$ cat src/rtl/i2c_calc_pkg.sv
// Shared types and constants for the I2C calculator target: FSM states,
// register map, opcodes and the majority helper used by the bus filter.
package i2c_calc_pkg;

  typedef enum logic [3:0] {
    IDLE, ADDR, ADDR_ACK, PTR, PTR_ACK,
    WDATA, WDATA_ACK, RDATA, RDATA_ACK, WAIT_STOP
  } i2c_state_e;

  localparam logic [4:0] REG_A0     = 5'h00;
  localparam logic [4:0] REG_B0     = 5'h04;
  localparam logic [4:0] REG_CTRL   = 5'h08;
  localparam logic [4:0] REG_STATUS = 5'h09;
  localparam logic [4:0] REG_RES0   = 5'h10;

  localparam logic [1:0] OP_ADD = 2'd0;
  localparam logic [1:0] OP_SUB = 2'd1;
  localparam logic [1:0] OP_MUL = 2'd2;
  localparam logic [1:0] OP_DIV = 2'd3;

  function automatic logic maj3(input logic [2:0] s);
    return (s[0] & s[1]) | (s[0] & s[2]) | (s[1] & s[2]);
  endfunction

endpackage

$ cat src/rtl/i2c_calc_if.sv
// Handshake between the I2C target (master side) and the calculator (slave side).
interface i2c_calc_if;
  logic [31:0] operand_a;
  logic [31:0] operand_b;
  logic [1:0]  operation;
  logic        calc_go;
  logic        busy;
  logic [63:0] result;

  modport master (output operand_a, operand_b, operation, calc_go, busy, input result);
  modport slave  (input operand_a, operand_b, operation, calc_go, busy, output result);
endinterface

$ cat src/rtl/i2c_bus_cond.sv
// SCL/SDA conditioning: synchronizer, optional 3-sample majority filter
// (I2C_CALC_GLITCH_FILTER_EN), SCL edge and START/STOP detection.
module i2c_bus_cond
  import i2c_calc_pkg::*;
#(
  parameter int SYNC_STAGES = 2
) (
  input  logic clk,
  input  logic rst_n,
  input  logic scl_in,
  input  logic sda_in,
  output logic scl_rise,
  output logic scl_fall,
  output logic sda_s,
  output logic start_det,
  output logic stop_det
);

  logic [SYNC_STAGES-1:0] scl_sync_q, scl_sync_d, sda_sync_q, sda_sync_d;
  logic scl_prev_q, scl_prev_d, sda_prev_q, sda_prev_d;
  logic scl_c, sda_c;

  always_comb begin
    scl_sync_d = {scl_sync_q[SYNC_STAGES-2:0], scl_in};
    sda_sync_d = {sda_sync_q[SYNC_STAGES-2:0], sda_in};
    scl_prev_d = scl_c;
    sda_prev_d = sda_c;
  end

  // Everything resets to the idle-bus level so reset release never looks like START
  always_ff @(posedge clk or negedge rst_n) begin
    if (!rst_n) begin
      scl_sync_q <= '1;
      sda_sync_q <= '1;
      scl_prev_q <= 1'b1;
      sda_prev_q <= 1'b1;
    end else begin
      scl_sync_q <= scl_sync_d;
      sda_sync_q <= sda_sync_d;
      scl_prev_q <= scl_prev_d;
      sda_prev_q <= sda_prev_d;
    end
  end

`ifdef I2C_CALC_GLITCH_FILTER_EN
  logic [2:0] scl_hist_q, scl_hist_d, sda_hist_q, sda_hist_d;
  logic       scl_flt_q, scl_flt_d, sda_flt_q, sda_flt_d;

  always_comb begin
    scl_hist_d = {scl_hist_q[1:0], scl_sync_q[SYNC_STAGES-1]};
    sda_hist_d = {sda_hist_q[1:0], sda_sync_q[SYNC_STAGES-1]};
    scl_flt_d  = maj3(scl_hist_q);
    sda_flt_d  = maj3(sda_hist_q);
  end

  always_ff @(posedge clk or negedge rst_n) begin
    if (!rst_n) begin
      scl_hist_q <= '1;
      sda_hist_q <= '1;
      scl_flt_q  <= 1'b1;
      sda_flt_q  <= 1'b1;
    end else begin
      scl_hist_q <= scl_hist_d;
      sda_hist_q <= sda_hist_d;
      scl_flt_q  <= scl_flt_d;
      sda_flt_q  <= sda_flt_d;
    end
  end

  assign scl_c = scl_flt_q;
  assign sda_c = sda_flt_q;
`else
  assign scl_c = scl_sync_q[SYNC_STAGES-1];
  assign sda_c = sda_sync_q[SYNC_STAGES-1];
`endif

  assign scl_rise  = scl_c & ~scl_prev_q;
  assign scl_fall  = ~scl_c & scl_prev_q;
  assign sda_s     = sda_c;
  assign start_det = scl_c & scl_prev_q & sda_prev_q & ~sda_c;
  assign stop_det  = scl_c & scl_prev_q & ~sda_prev_q & sda_c;

endmodule

$ cat src/rtl/i2c_calc_target.sv
// I2C target exposing calculator operands/opcode as byte registers and a
// shadowed 64-bit result. Optional SCL/SDA glitch filter: I2C_CALC_GLITCH_FILTER_EN.
module i2c_calc_target
  import i2c_calc_pkg::*;
#(
  parameter logic [6:0] I2C_ADDR     = 7'h2A,
  parameter int          CALC_LATENCY = 2,
  parameter int          SYNC_STAGES  = 2
) (
  input  logic        clk,
  input  logic        rst_n,
  input  logic        scl_in,
  input  logic        sda_in,
  output logic        sda_oe,
  i2c_calc_if.master  calc
);

  localparam int CW = $clog2(CALC_LATENCY + 1);

  logic scl_rise, scl_fall, sda_s, start_det, stop_det;

  i2c_bus_cond #(.SYNC_STAGES(SYNC_STAGES)) u_cond (
    .clk, .rst_n, .scl_in, .sda_in,
    .scl_rise, .scl_fall, .sda_s, .start_det, .stop_det
  );

  i2c_state_e  state_q, state_d;
  logic [3:0]  bit_cnt_q, bit_cnt_d;
  logic [6:0]  shreg_q, shreg_d;
  logic [4:0]  ptr_q, ptr_d;
  logic        rw_q, rw_d;
  logic [7:0]  tx_q, tx_d;
  logic        sda_oe_q, sda_oe_d;
  logic [31:0] opa_q, opa_d, opb_q, opb_d;
  logic [1:0]  op_q, op_d;
  logic        go_q, go_d, busy_q, busy_d, valid_q, valid_d;
  logic [CW-1:0] cnt_q, cnt_d;
  logic [63:0] shadow_q, shadow_d;

  logic [7:0]  byte_in, rd_cur, rd_nxt;
  logic        byte_done, ctrl_wr;

  function automatic logic [7:0] rd_mux(input logic [4:0] a, input logic [31:0] ra,
                                        input logic [31:0] rb, input logic [7:0] ctrl,
                                        input logic [7:0] stat, input logic [63:0] sh);
    logic [7:0] v;
    v = 8'h00;
    if (a[4:2] == REG_A0[4:2])        v = ra[{a[1:0], 3'b000} +: 8];
    else if (a[4:2] == REG_B0[4:2])   v = rb[{a[1:0], 3'b000} +: 8];
    else if (a == REG_CTRL)           v = ctrl;
    else if (a == REG_STATUS)         v = stat;
    else if (a[4:3] == REG_RES0[4:3]) v = sh[{a[2:0], 3'b000} +: 8];
    return v;
  endfunction

  assign rd_cur = rd_mux(ptr_q, opa_q, opb_q, {6'b0, op_q}, {6'b0, busy_q, valid_q}, shadow_q);
  assign rd_nxt = rd_mux(ptr_q + 5'd1, opa_q, opb_q, {6'b0, op_q}, {6'b0, busy_q, valid_q}, shadow_q);

  always_comb begin
    state_d   = state_q;
    bit_cnt_d = bit_cnt_q;
    shreg_d   = shreg_q;
    ptr_d     = ptr_q;
    rw_d      = rw_q;
    tx_d      = tx_q;
    sda_oe_d  = sda_oe_q;
    opa_d     = opa_q;
    opb_d     = opb_q;
    op_d      = op_q;
    ctrl_wr   = 1'b0;
    byte_done = 1'b0;
    byte_in   = {shreg_q, sda_s};

    if ((state_q == ADDR || state_q == PTR || state_q == WDATA) && scl_rise) begin
      shreg_d   = byte_in[6:0];
      bit_cnt_d = bit_cnt_q + 4'd1;
      if (bit_cnt_q == 4'd7) begin
        bit_cnt_d = '0;
        byte_done = 1'b1;
      end
    end

    case (state_q)
      ADDR: if (byte_done) begin
        if (byte_in[7:1] == I2C_ADDR) begin
          state_d = ADDR_ACK;
          rw_d    = byte_in[0];
          tx_d    = rd_cur;
        end else begin
          state_d = WAIT_STOP;
        end
      end
      PTR: if (byte_done) begin
        ptr_d   = byte_in[4:0];
        state_d = PTR_ACK;
      end
      WDATA: if (byte_done) begin
        ptr_d   = ptr_q + 5'd1;
        state_d = WDATA_ACK;
        if (ptr_q[4:2] == REG_A0[4:2])      opa_d[{ptr_q[1:0], 3'b000} +: 8] = byte_in;
        else if (ptr_q[4:2] == REG_B0[4:2]) opb_d[{ptr_q[1:0], 3'b000} +: 8] = byte_in;
        else if (ptr_q == REG_CTRL) begin
          op_d    = byte_in[1:0];
          ctrl_wr = 1'b1;
        end
      end
      // First SCL fall pulls SDA for the ACK bit, the second one hands the bus on
      ADDR_ACK, PTR_ACK, WDATA_ACK: if (scl_fall) begin
        if (!sda_oe_q) begin
          sda_oe_d = 1'b1;
        end else begin
          sda_oe_d  = 1'b0;
          bit_cnt_d = '0;
          if (state_q == ADDR_ACK && rw_q) begin
            state_d  = RDATA;
            sda_oe_d = ~tx_q[7];
          end else if (state_q == ADDR_ACK) begin
            state_d = PTR;
          end else begin
            state_d = WDATA;
          end
        end
      end
      RDATA: begin
        if (scl_rise) bit_cnt_d = bit_cnt_q + 4'd1;
        if (scl_fall) begin
          if (bit_cnt_q == 4'd8) begin
            sda_oe_d = 1'b0;
            state_d  = RDATA_ACK;
          end else begin
            sda_oe_d = ~tx_q[~bit_cnt_q[2:0]];
          end
        end
      end
      RDATA_ACK: begin
        if (scl_rise) begin
          if (sda_s) begin
            state_d = WAIT_STOP;
          end else begin
            ptr_d = ptr_q + 5'd1;
            tx_d  = rd_nxt;
          end
        end
        if (scl_fall) begin
          state_d   = RDATA;
          bit_cnt_d = '0;
          sda_oe_d  = ~tx_q[7];
        end
      end
      default: ;
    endcase

    if (start_det) begin
      state_d   = ADDR;
      bit_cnt_d = '0;
      sda_oe_d  = 1'b0;
    end else if (stop_det) begin
      state_d   = IDLE;
      bit_cnt_d = '0;
      sda_oe_d  = 1'b0;
    end
  end

  // A CTRL write always reloads the counter, so the latest request wins
  always_comb begin
    go_d     = ctrl_wr;
    busy_d   = busy_q;
    valid_d  = valid_q;
    cnt_d    = cnt_q;
    shadow_d = shadow_q;
    if (ctrl_wr) begin
      busy_d  = 1'b1;
      valid_d = 1'b0;
      cnt_d   = CW'(CALC_LATENCY);
    end else if (busy_q) begin
      cnt_d = cnt_q - CW'(1);
      if (cnt_q == CW'(1)) begin
        shadow_d = calc.result;
        valid_d  = 1'b1;
        busy_d   = 1'b0;
      end
    end
  end

  always_ff @(posedge clk or negedge rst_n) begin
    if (!rst_n) begin
      state_q   <= IDLE;
      bit_cnt_q <= '0;
      shreg_q   <= '0;
      ptr_q     <= '0;
      rw_q      <= 1'b0;
      tx_q      <= '0;
      sda_oe_q  <= 1'b0;
      opa_q     <= '0;
      opb_q     <= '0;
      op_q      <= '0;
      go_q      <= 1'b0;
      busy_q    <= 1'b0;
      valid_q   <= 1'b0;
      cnt_q     <= '0;
      shadow_q  <= '0;
    end else begin
      state_q   <= state_d;
      bit_cnt_q <= bit_cnt_d;
      shreg_q   <= shreg_d;
      ptr_q     <= ptr_d;
      rw_q      <= rw_d;
      tx_q      <= tx_d;
      sda_oe_q  <= sda_oe_d;
      opa_q     <= opa_d;
      opb_q     <= opb_d;
      op_q      <= op_d;
      go_q      <= go_d;
      busy_q    <= busy_d;
      valid_q   <= valid_d;
      cnt_q     <= cnt_d;
      shadow_q  <= shadow_d;
    end
  end

  assign sda_oe         = sda_oe_q;
  assign calc.operand_a = opa_q;
  assign calc.operand_b = opb_q;
  assign calc.operation = op_q;
  assign calc.calc_go   = go_q;
  assign calc.busy      = busy_q;

endmodule

$ cat src/flat_wrapper.sv
// flat-port wrapper written by rule: the top's interface ports become plain ports
module i2c_calc_target_flat import i2c_calc_pkg::*;
#(
  parameter logic [6:0] I2C_ADDR     = 7'h2A,
  parameter int          CALC_LATENCY = 2,
  parameter int          SYNC_STAGES  = 2
)
  (clk, rst_n, scl_in, sda_in, sda_oe, calc_operand_a, calc_operand_b, calc_operation, calc_calc_go, calc_busy, calc_result);
  i2c_calc_if calc_i ();
  input  logic clk;
  input  logic rst_n;
  input  logic scl_in;
  input  logic sda_in;
  output logic sda_oe;
  output wire logic [$bits(calc_i.operand_a)-1:0] calc_operand_a;
  output wire logic [$bits(calc_i.operand_b)-1:0] calc_operand_b;
  output wire logic [$bits(calc_i.operation)-1:0] calc_operation;
  output wire logic [$bits(calc_i.calc_go)-1:0] calc_calc_go;
  output wire logic [$bits(calc_i.busy)-1:0] calc_busy;
  input wire logic [$bits(calc_i.result)-1:0] calc_result;
  assign calc_operand_a = calc_i.operand_a;
  assign calc_operand_b = calc_i.operand_b;
  assign calc_operation = calc_i.operation;
  assign calc_calc_go = calc_i.calc_go;
  assign calc_busy = calc_i.busy;
  assign calc_i.result = calc_result;
  i2c_calc_target #(.I2C_ADDR(I2C_ADDR), .CALC_LATENCY(CALC_LATENCY), .SYNC_STAGES(SYNC_STAGES)) u_core (.clk(clk), .rst_n(rst_n), .scl_in(scl_in), .sda_in(sda_in), .sda_oe(sda_oe), .calc(calc_i));
endmodule
$ cat config.mk
export PLATFORM = sky130hd
export DESIGN_NAME = i2c_calc_target_flat
export DESIGN_NICKNAME = d
export VERILOG_FILES = /design/src/rtl/i2c_calc_pkg.sv /design/src/rtl/i2c_calc_if.sv /design/src/rtl/i2c_bus_cond.sv /design/src/rtl/i2c_calc_target.sv /design/src/flat_wrapper.sv
export SDC_FILE = /design/constraint.sdc
export NUM_CORES = 1
export LEC_CHECK = 0
export CAP_MARGIN = 25
export CORE_MARGIN = 2
export CORE_UTILIZATION = 60
export DETAILED_ROUTE_END_ITERATION = 10
export MAX_ROUTING_LAYER = met4
export PLACE_DENSITY_LB_ADDON = 0.1
export SLEW_MARGIN = 5
export SYNTH_ARGS = -nofsm -noshare
export SYNTH_HDL_FRONTEND = slang
export SYNTH_SLANG_ARGS = --single-unit
export TNS_END_PERCENT = 50
$ cat constraint.sdc
create_clock -name clk -period 7.9 [get_ports clk]
set_input_delay 1.58 -clock clk [delete_from_list [all_inputs] [get_ports clk]]
set_output_delay 1.58 -clock clk [all_outputs]
set_load 0.01 [all_outputs]
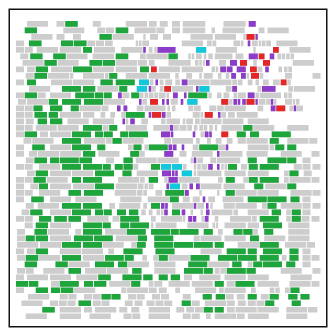
*Selected gate families, run 1*
| color | family | cells | most used |
|---|---|---|---|
| red | non-inverting ao/oa cells | 17 | o21a_1 |
| cyan | fa/ha/maj cells | 9 | ha_1 |
| green | mux cells | 223 | mux2_1 |
| purple | nand cells | 77 | nand2_1 |

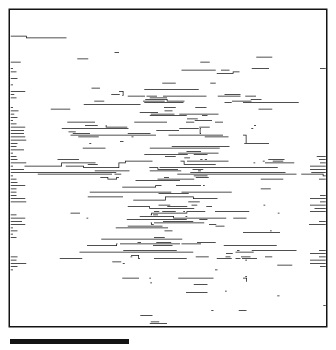
*The metal 3 layer, run 1*
The bar under the picture is 50 um long.
longest straight run: 49.7 um
nets with wire on the layer: 181
main direction: horizontal

==> run summary, run 1 <==
run metrics: number of diodes 0, # IOs 137, Max Cap Viol 0, post-cts gate resize count 0, Worst R2R Setup Slack 3850 ps, Peak VDD IR 0.201 mV, fin cells 1,089, most frequently placed logic cells in the final layout dfrtp_1, clkdlybuf4s50_1, mux2_1, mux4_2, mux2_4, Critical Path End u_core.tx_q[1], tally of yosys warning messages 0, Peak Freq 247 MHz, WP buf/inv 3, # fillers 1,078, Hold Path Depth 0, crit path DAT 4370 ps, Buffers excl. clock 145, max-slew violation count 0, MI comb area 5310 um^2, Pre-Repair DR Iteration Count 6, largest net degree at the start of global routing 104, Critical R2R Capture u_core.tx_q[1], Sum Neg Setup Slack 0 ps, Num CTS Buffers 17, FF-to-FF Start u_core.ptr_q[0], area delta synth->final 20.7%, yosys synthesis chip area 9880 um^2, NonClk Buf Share 12.1%, Detail Route Antenna Nets 0, # Taps 216, Post-synth EDFFs 0, DRT Wirelength 26.3 mm, critical path capture point type register, Cell Chain, Critical Path buf_16, inv_1, ha_1, buf_4, mux4_2, mux2i_1, a21oi_1, or3_1, a32o_1, share of cells above drive strength 1 21.6%, pwr/cell area 241 nW/um^2, initial core utilization 61.7%, final setup violating endpoints 0, Worst Path Required 8220 ps, Largest register FFs 64, number of global-route vias before repair 7,324, buffer count from post-CTS setup fixing 0, register area 4290 um^2, first-pass GRT wire length 42.2 mm, Reg clk slew, reported paths 70 ps, Post-Syn Area per Cell 13.4 um^2, H-tree depth 4, Final clock-cell share 4.66%, Die Size 17,500 um^2, core area 16,000 um^2, Synth Cell Area 9880 um^2, Clock Skews 12.2 ps, Final WS setup 3850 ps, clk_lat worst skew 430 ps, Min-Delay Startpoint u_core.u_cond.scl_sync_q[0], # nets final 937, final hold vios 0, DR WL/cell 24.2 um, slew margin rel. 28.1%, startpoint types register, nonclk inv count 14, status finished, final reports clean, vias post-DR 7,159
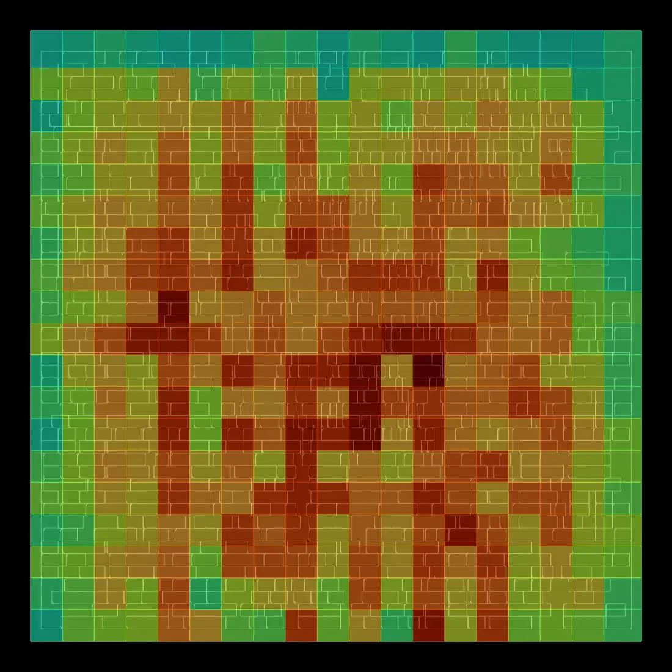
*Track usage over the die, run 1*
global route hottest layer: met2
grt met3 use: 5.84%

run 1: kinds of logic after synthesis:
group	share of synthesized area, %
AND-OR/OR-AND	6.67
XOR/XNOR	0.608
adder cells (fa/ha/maj)	1.14
buffers and inverters	2.89
flip-flops	43.4
multiplexers	34.8
AND/OR/NAND/NOR	10.5
run 1: cells in the mapped netlist (all sizes together), types with 3 or more instances:
cell type | n | area (um^2)
nand2b | 7 | 43.8
and2 | 36 | 225
nand3b | 3 | 22.5
o31ai | 4 | 30.0
mux2 | 137 | 1730
o21a | 3 | 22.5
a311oi | 3 | 26.3
xnor2 | 4 | 35.0
nand2 | 37 | 169
inv | 14 | 52.6
a22oi | 4 | 30.0
ha | 9 | 113
nor3b | 6 | 56.3
a31oi | 5 | 31.3
clkbuf | 17 | 63.8
a21oi | 25 | 125
o211ai | 3 | 22.5
nor2b | 5 | 31.3
buf | 26 | 169
dfrtp | 165 | 4130
o221ai | 6 | 52.6
mux2i | 18 | 180
nor3 | 10 | 50.1
o21ai | 19 | 98.9
nand4bb | 3 | 38.8
nor2 | 26 | 97.6
nand3 | 22 | 110
mux4 | 68 | 1530
dfstp | 6 | 158
or3 | 5 | 36.3
nand4b | 3 | 26.3
and3 | 3 | 18.8
run 1: report_power, final:
part	leakage, nW	total [mW]	switching [mW]	internal, mW
logic	2.60	0.954	0.534	0.420
clock network	0.265	0.792	0.363	0.429
registers	2.34	1.13	0.192	0.938
total	5.21	2.88	1.09	1.79
run 1: routing by layer:
layer | up-vias | track usage [%] | routed length (um)
met4 | 0 | 14.4 | 1050
met2 | 417 | 47.8 | 12500
met3 | 76 | 5.84 | 2170
met1 | 3600 | 43.7 | 10600
met5 | - | - | 0
li1 | 3066 | - | -
==> inputs of run 2 (changes only) <==
--- a/config.mk
+++ b/config.mk
@@ -7,7 +7,7 @@
 export LEC_CHECK = 0
 export CAP_MARGIN = 25
 export CORE_MARGIN = 2
-export CORE_UTILIZATION = 60
+export CORE_UTILIZATION = 50
 export DETAILED_ROUTE_END_ITERATION = 10
 export MAX_ROUTING_LAYER = met4
 export PLACE_DENSITY_LB_ADDON = 0.1
==> constraint.sdc (replaced) <==
create_clock -name clk -period 3.65 [get_ports clk]
set_input_delay 0.73 -clock clk [delete_from_list [all_inputs] [get_ports clk]]
set_output_delay 0.73 -clock clk [all_outputs]
set_load 0.01 [all_outputs]
==> run 2 against run 1 <==
Against the previous run: synthesized cell count unchanged; utilization decreased by 12 points; setup slack got worse by 3200 ps; critical endpoint is now u_core.shadow_q[44]; final area increased by 1.5%; critical path depth decreased by 3; highest routed layer unchanged; critical path type unchanged; sequential power increased by 100%; power increased by 130%; via count increased by 1.6%; synthesized area unchanged.
==> run summary, run 2 <==
run metrics: DRT iter0 DRCs 663, max-slew violation count 0 (unchanged), largest area contributor in the netlist dfrtp_1, Post-Syn Area per Cell 13.4 um^2 (unchanged), combinational share of power 36.7% (+3.5 points), Cell area leaders dfrtp_1, mux4_2, mux2_1, yosys adder share 1.14% (unchanged), DRT Wirelength 29.6 mm (+12%), Final clock-cell share 4.75% (+0.088 points), Pre-Repair DR Iteration Count 7 (+1), first-pass GRT wire length 44.8 mm (+6.2%), Synth Area in XOR/XNOR 0.608% (unchanged), placed cells 1,119, tally of yosys warning messages 0 (unchanged), Die Size 20,900 um^2 (+19%), NonClk Buf Share 12.7% (+0.57 points), share of cells above drive strength 1 22.9% (+1.2 points), flip-flops 171, Buffers excl. clock 159 (+9.7%), area delta synth->final 22.5%, DR WL/cell 25.7 um (+6.3%), Clock Power Share 27.8% (+0.3 points), Synth Instances 739, final setup violating endpoints 0 (unchanged), # nets final 951 (+1.5%), # Taps 265 (+23%), nonclk inv count 14 (unchanged), final hold vios 0 (unchanged), H-tree depth 4 (unchanged), largest net degree at the start of global routing 75 (-28%), top cells by count dfrtp_1, mux2_1, mux4_2, post-cts gate resize count 0 (unchanged), CP Launch Point u_core.state_q[0], Top logic family multiplexers, clk_lat worst skew 440 ps (about the same), Dominant cell area share 41.8% (unchanged), Peak VDD IR 0.395 mV (+97%), Hold WC Path Type in2async, Simple-Gate Area Share 10.5% (unchanged), clock sink count 171, count leader, synth dfrtp_1, yosys cell count 739, Max Cap Viol 0 (unchanged), slew margin rel. 32.4% (+4.3 points), synth unique cells 76, Largest register FFs 64 (unchanged), number of diodes 0 (unchanged), sw frac 39.8% (+2.0 points), vias post-DR 7,270 (+1.6%), Post-synth EDFFs 0 (unchanged), yosys synthesis chip area 9880 um^2 (unchanged), initial core utilization 50.9% (-11 points), # IOs 137 (unchanged), sequential share of power 35.5% (-3.8 points), Reg clk slew, reported paths 80 ps (about the same), Peak Freq 337 MHz (+36%), Pint 3.91 mW (+120%), Clock Skews 12.3 ps (+0.0751 ps), core area 19,400 um^2 (+21%), buffer count from post-CTS setup fixing 0 (unchanged), # fillers 1,531 (+42%), Worst Path Required 3970 ps (-4250 ps), MI comb area 5320 um^2 (about the same), register area 4290 um^2 (unchanged), Post-synth mux share 34.8% (unchanged), Synth Cell Area 9880 um^2 (unchanged), pwr/cell area 537 nW/um^2 (+120%), startpoint types register, AO/OA Area Share 6.67% (unchanged), critical path capture point type register, FF-to-FF Start u_core.state_q[0], Power Total 6.50 mW, sw power 2.59 mW (+140%), status finished, final reports clean, Detail Route Antenna Nets 0 (unchanged), most frequently placed logic cells in the final layout dfrtp_1, clkdlybuf4s50_1, mux2_1, mux4_2, mux2_4, crit path DAT 3290 ps (-1080 ps), Num CTS Buffers 17 (unchanged), number of global-route vias before repair 7,458 (+1.8%), fin cells 1,152 (+5.8%), cycle use final 81.4%, Sum Neg Setup Slack 0 ps (unchanged)
## run 2: logic make-up (layout without fill, tap and decap cells)
kind of cell / count (synthesis) / in the layout
AOI/OAI and AO/OA: 97 / 97
xor gates and xnor gates: 6 / 6
adders and majority gates: 9 / 9
buffers and inverters: 57 / 205
DFF: 171 / 171
muxes: 223 / 223
and+or+nand+nor: 176 / 176
## run 2: path summary, 6_finish.rpt
check                                              end  slack, ps  depth (start not counted)
setup / recovery                   u_core.shadow_q[44]        680                          6
min in group clk           u_core.u_cond.sda_sync_q[1]        360                          0
hold / removal               u_core.calc.operand_b[20]        290                          1
max in group asynchronous              u_core.ptr_q[1]       2390                          2
setup reg to reg                   u_core.shadow_q[44]        680                          6
hold reg to reg            u_core.u_cond.sda_sync_q[1]        360                          0
## run 2: power groups by stage
stage | sequential [mW] | clock (mW) | combinational, mW
final | 2.31 | 1.80 | 2.39
after CTS | 2.29 | 1.83 | 2.36
after floorplan | 2.18 | 0 | 1.70
after global routing | 2.33 | 1.92 | 2.55
after global placement | 2.32 | 0 | 2.30
after detailed placement | 2.33 | 0 | 2.35
## run 2: through the flow
step | utilization (%) | worst slack (ps)
floorplan | - | 332
global placement | 59.4 | 622
detailed placement | 59.4 | 684
CTS | 62.4 | 652
global route | 62.4 | 437
finish | 62.4 | 681
## run 2: per-layer routing
| layer | part of all wire [%] | vias to the layer above | global-route usage, % |
|---|---|---|---|
| met4 | 2.8 | 0 | 10.8 |
| met1 | 42 | 3787 | 40.4 |
| li1 | - | 3084 | - |
| met5 | 0 | - | - |
| met2 | 48 | 335 | 46.3 |
| met3 | 6.9 | 64 | 6.69 |
## run 2: worst max-delay path: stages (launching register included)
cell and delay [ps]:
dfrtp_1 640, nand4bb_1 370, nor4_4 470, nand4_4 200
and3_4 520, buf_4 330, mux2_4 300
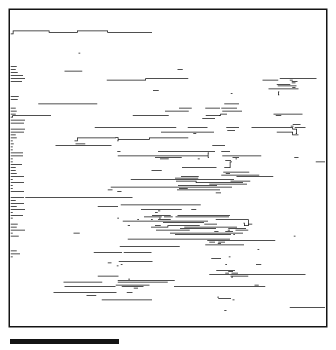
*The metal 3 layer, run 2*
The bar under the picture is 50 um long.
wire length on this layer: 2,030 um
main direction: horizontal
share of all routed wire: 6.9%
nets with wire on the layer: 144

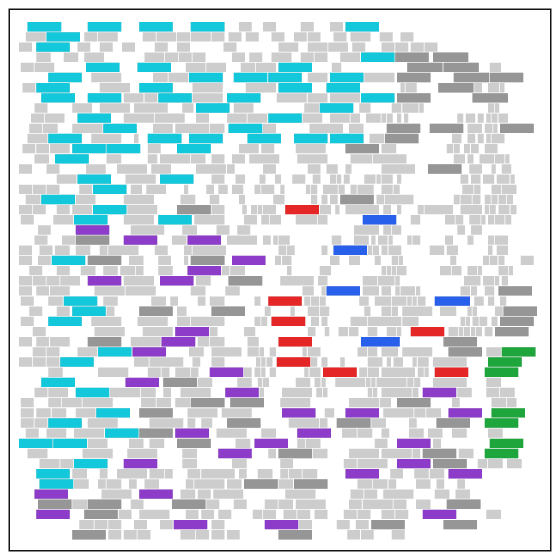
*Sequential cells grouped by signal name, run 2*
| color | name in the netlist | sequential cells |
|---|---|---|
| purple | u_core.calc.operand_a | 32 |
| green | u_core.shreg_q | 7 |
| red | u_core.tx_q | 8 |
| cyan | u_core.shadow_q | 64 |
| blue | u_core.ptr_q | 5 |

No activity file was given, so power comes from the tool's default toggle rates.
